### Metal 1

Cells faint in the background.
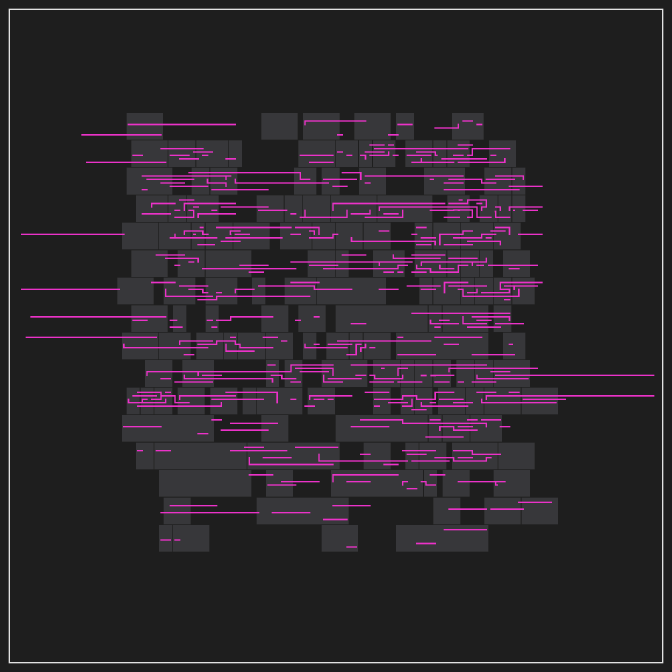
### Signal wires on met2

Bar = 20 µm.
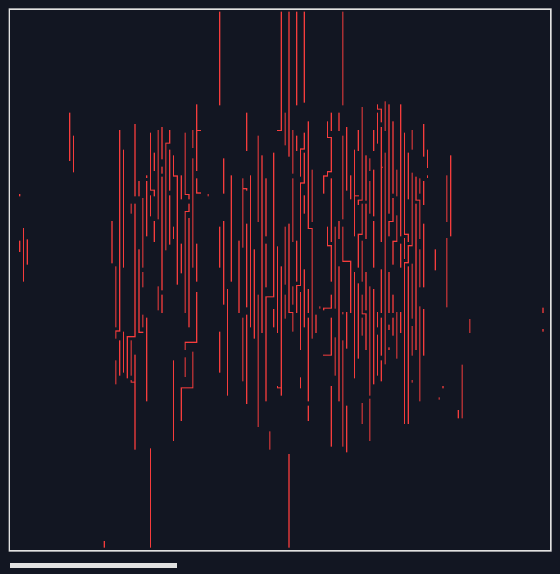
===== src/rtl/bcd_counter_multi.sv =====
// Multi-digit BCD up/down counter with parallel load, programmable wrap limit and
// cascadable terminal count. Define BCD_SAT_EN to saturate at the bounds instead of wrapping.
module bcd_counter_multi #(
  parameter int                      NUM_DIGITS = 2,
  parameter logic [4*NUM_DIGITS-1:0] LIMIT      = {NUM_DIGITS{4'h9}}
) (
  input  logic                      CLK,
  input  logic                      CLR,
  input  logic                      ENABLE,
  input  logic                      LOAD,
  input  logic                      UP,
  input  logic [4*NUM_DIGITS-1:0]   D,
  output logic [4*NUM_DIGITS-1:0]   Q,
  output logic                      CO,
  output logic                      ERR
);

  localparam int W = 4 * NUM_DIGITS;

  function automatic logic bcd_ok(input logic [W-1:0] v);
    for (int i = 0; i < NUM_DIGITS; i++)
      if (v[4*i +: 4] > 4'd9) return 1'b0;
    return 1'b1;
  endfunction

  if (NUM_DIGITS < 1 || NUM_DIGITS > 8) begin : g_bad_digits
    $error("bcd_counter_multi: NUM_DIGITS must be 1..8");
  end
  if (!bcd_ok(LIMIT) || LIMIT == '0) begin : g_bad_limit
    $error("bcd_counter_multi: LIMIT must be nonzero valid BCD");
  end

  logic [W-1:0]            q_q, q_d;
  logic                    err_q, err_d;
  logic [W-1:0]            inc, dec;
  logic [NUM_DIGITS-1:0]   cy, bw;
  logic                    at_max, at_zero, d_ok;
  logic [W-1:0]            up_wrap, dn_wrap;

  // A digit steps only while every lower digit is at its rollover value.
  assign cy[0] = 1'b1;
  assign bw[0] = 1'b1;
  for (genvar g = 0; g < NUM_DIGITS; g++) begin : g_dig
    logic [3:0] dig;
    assign dig = q_q[4*g +: 4];
    if (g > 0) begin : g_chain
      assign cy[g] = cy[g-1] & (q_q[4*(g-1) +: 4] == 4'd9);
      assign bw[g] = bw[g-1] & (q_q[4*(g-1) +: 4] == 4'd0);
    end
    assign inc[4*g +: 4] = !cy[g] ? dig : (dig == 4'd9) ? 4'd0 : dig + 4'd1;
    assign dec[4*g +: 4] = !bw[g] ? dig : (dig == 4'd0) ? 4'd9 : dig - 4'd1;
  end

  assign at_max  = (q_q == LIMIT);
  assign at_zero = (q_q == '0);
  // With all digits valid, BCD ordering equals plain unsigned ordering.
  assign d_ok    = bcd_ok(D) && (D <= LIMIT);

`ifdef BCD_SAT_EN
  assign up_wrap = LIMIT;
  assign dn_wrap = '0;
`else
  assign up_wrap = '0;
  assign dn_wrap = LIMIT;
`endif

  always_comb begin
    q_d   = q_q;
    err_d = 1'b0;
    if (LOAD) begin
      if (d_ok) q_d   = D;
      else      err_d = 1'b1;
    end else if (ENABLE) begin
      if (UP) q_d = at_max  ? up_wrap : inc;
      else    q_d = at_zero ? dn_wrap : dec;
    end
  end

  always_ff @(posedge CLK or negedge CLR) begin
    if (!CLR) begin
      q_q   <= '0;
      err_q <= 1'b0;
    end else begin
      q_q   <= q_d;
      err_q <= err_d;
    end
  end

  assign Q   = q_q;
  assign ERR = err_q;
  assign CO  = ENABLE & (UP ? at_max : at_zero);

endmodule


===== config.mk =====
export PLATFORM = sky130hd
export DESIGN_NAME = bcd_counter_multi
export DESIGN_NICKNAME = d
export VERILOG_FILES = /design/src/rtl/bcd_counter_multi.sv
export SDC_FILE = /design/constraint.sdc
export NUM_CORES = 1
export LEC_CHECK = 0
export CORE_MARGIN = 10
export CORE_UTILIZATION = 43
export DETAILED_ROUTE_END_ITERATION = 12
export PLACE_DENSITY_LB_ADDON = 0.3
export SLEW_MARGIN = 40
export SYNTH_ARGS = -nofsm -noshare
export SYNTH_HDL_FRONTEND = slang
export SYNTH_SLANG_ARGS = --single-unit

===== constraint.sdc =====
create_clock -name CLK -period 2.3 [get_ports CLK]
set_input_delay 0.69 -clock CLK [delete_from_list [all_inputs] [get_ports CLK]]
set_output_delay 0.69 -clock CLK [all_outputs]
set_load 0.005 [all_outputs]

==> GITHUB_STEP_SUMMARY <==
## PnR job results

| Metric | Value |
|---|---|
| #FFs+latches synth | 9 |
| Reg clk slew, reported paths | roughly 60 ps |
| CP Class | register to output port |
| Combinational Area | a little under 600 µm² |
| Final Slew Violations | 0 |
| Dpl hpwl | between 2000 and 2500 µm |
| Fillers | ~170 |
| DR iter-0 viols | roughly 66 |
| DR WL met3 | between 150 and 200 µm |
| Overflow after GRT | 0 |
| Area share of the largest cell type after synthesis | between 20% and 30% |
| MUX share of area | ~1.2% |
| Worst r2r dst | Q[7] |
| Residual DRC | 0 |
| Asr flop ratio synth | 100.0% |
| Global-route wire length before repair | around 4600 µm |
| Final Hold Fails | 0 |
| CTS max path bufs | 2 |
| Cell area after synthesis | around 850 µm² |
| Flip-flops with a built-in enable | 0 |
| Yosys simple share | between 10% and 20% |
| H-tree depth reported by CTS | 1 |
| Leakage | 0.0005725 µW |
| Yosys stat cell total | 103 |
| Logic family by area | AND-OR/OR-AND gates |
| Sequential area share after synthesis | a little over a quarter |
| IR drop worst, VDD | about 0.6 mV |
| Initial antenna violation count | 0 |
| Boundary Pins | 23 |
| Min-delay src | Q[6] |
| Vias per cell | roughly 5.5 |
| Top cells by count | nor2_1, dfrtp_1, inv_1 |
| Insertion Delay late pin | roughly 260 ps |
| Synthesis Warnings | 0 |
| Crit Path Max Fanout | 2 |
| Crit path launch type | register |
| Vert. Die Dim | about 65 µm |
| Worst r2r path cells | 9 |
| Grt met3 use | about 4% |
| Layout area overhead | 53.08% |
| Met2 Wirelength | roughly 1400 µm |
| Port bufs | 22 |
| PD cells | 702.4 mW/mm² |
| Failing checks | setup timing |
| Hold_buf cts | 0 |
| Root buf cell | clkbuf_4 |
| # clock sinks | 9 |
| RSZ-0062 raised after global routing | yes |
| TritonCTS clock tree | yes |
| Post-Route Skew | about 7.8 ps |
| Largest area contributor in the netlist | dfrtp_1 |
| Number of global-route vias before repair | 1039 |
| Status | finished, violations left |
| R2r setup slk | ~410 ps |
| Die Wd | 64.55 µm |
| Slew @ Worst Pin | about 530 ps |
| Critical path endpoint | CO |
| Max Fclk | approximately 0.42 GHz |
| WP data arrival | about 1700 ps |
| WL per Instance | ~15 µm |
| CTS Buf Count | 3 |
| Rows | 16 |
| Fin nets | roughly 170 |
| Crit path from | Q[0] |
| Max Cap Viol | 0 |
| Pre-antenna DRT Iters | 4 |
| Adder Share, Synth | 8.798% |
| Min Tclk post-route | 2392 ps |
| Most common cell in the netlist | nor2_1 |
| Syn Inst Count | ~100 |
| Placer Congestion | between 0.9 and 1 |
| Dominant flop cell | dfrtp_1 |
| FP Core Util | about 44% |
| Final Worst Setup Slack | -91.65 ps |
| Post-CTS setup buffers | 0 |
| Log Warnings | 32 |
| Final setup violation count | 1 |
| Number of distinct library cells after synthesis | 37 |
| XOR Share, Synth | 1.026% |
| CP required | ~1600 ps |
| Register area | ~230 µm² |
| Aoi share | 34.90% |
Back to the opening pictures, 'Metal 1':
wire length on this layer	1050 µm
longest straight run	16.6 µm
met1 GRT Util: 13.51%
final WL: 2723 µm
vias: 983

Back to the opening pictures, 'Signal wires on met2':
main direction	vertical
share of all routed wire	52%
longest straight run	25.2 µm
wire length on this layer	1430 µm
nets with wire on the layer	149
routing usage on met2: 24.88%

[area by class of cell]
type	instances	area share [%]
Multi-Input combinational cell	81	44.25
Timing Repair Buffer	48	31.03
Sequential cell	9	17.24
Inverter	10	2.874
Tap cell	27	2.586
Clock buffer	4	2.011
[timing repair]
item | in CTS | in global routing
pin swaps | 4 | 3
endpoints found under the setup margin | 1 | 1
resized | 12 | 3
[how the worst min path moves through the flow]
stage               slack, ps    to  depth (start not counted)
floorplan                 390   ERR                          0
finish                    580  Q[6]                          1
global placement          550  Q[6]                          1
CTS                       570  Q[6]                          1
detailed placement        550  Q[6]                          1
global route              590  Q[6]                          1
[metrics by stage]
stage	total power (µW)	cell area, µm²	TNS [ps]	hold WS, ps	std cells
CTS	911.8	1290	-154.1	573.0	179
finish	917.5	1306	-91.65	575.8	179
detailed placement	781.7	1267	-789.6	550.8	175
global placement	775.0	1267	-713.9	549.6	175
global route	999.6	1306	-220.2	585.8	179
floorplan	485.7	853.3	0	394.4	103
[layout by cell type (no fill, tap or decap), types with 5 or more instances in the layout]
cell / netlist / routed
clkdlybuf4s50_1: 0 / 20
a21oi_1: 8 / 8
buf_4: 1 / 26
nor2_1: 10 / 10
ha_1: 6 / 5
inv_1: 9 / 6
nand3_1: 6 / 6
nand2_1: 8 / 8
dfrtp_1: 9 / 9
[worst max-delay path, cell delays in order, from the launching register on]
cell	delay, ps
dfrtp_1	390
inv_2	80
ha_4	130
inv_2	30
or4_4	420
o22ai_2	140
and2_1	130
buf_2	110
[flip-flops by register name (all words and copies together), names as in the netlist]
signal and flops:
Q 8, ERR 1
[power breakdown]
group | switching (µW) | internal [µW]
clock network | 53.4 | 66.8
logic | 271 | 302
registers | 28.7 | 195
total | 353 | 564
Power figures rest on the tool's default switching activity, not on a simulated workload.
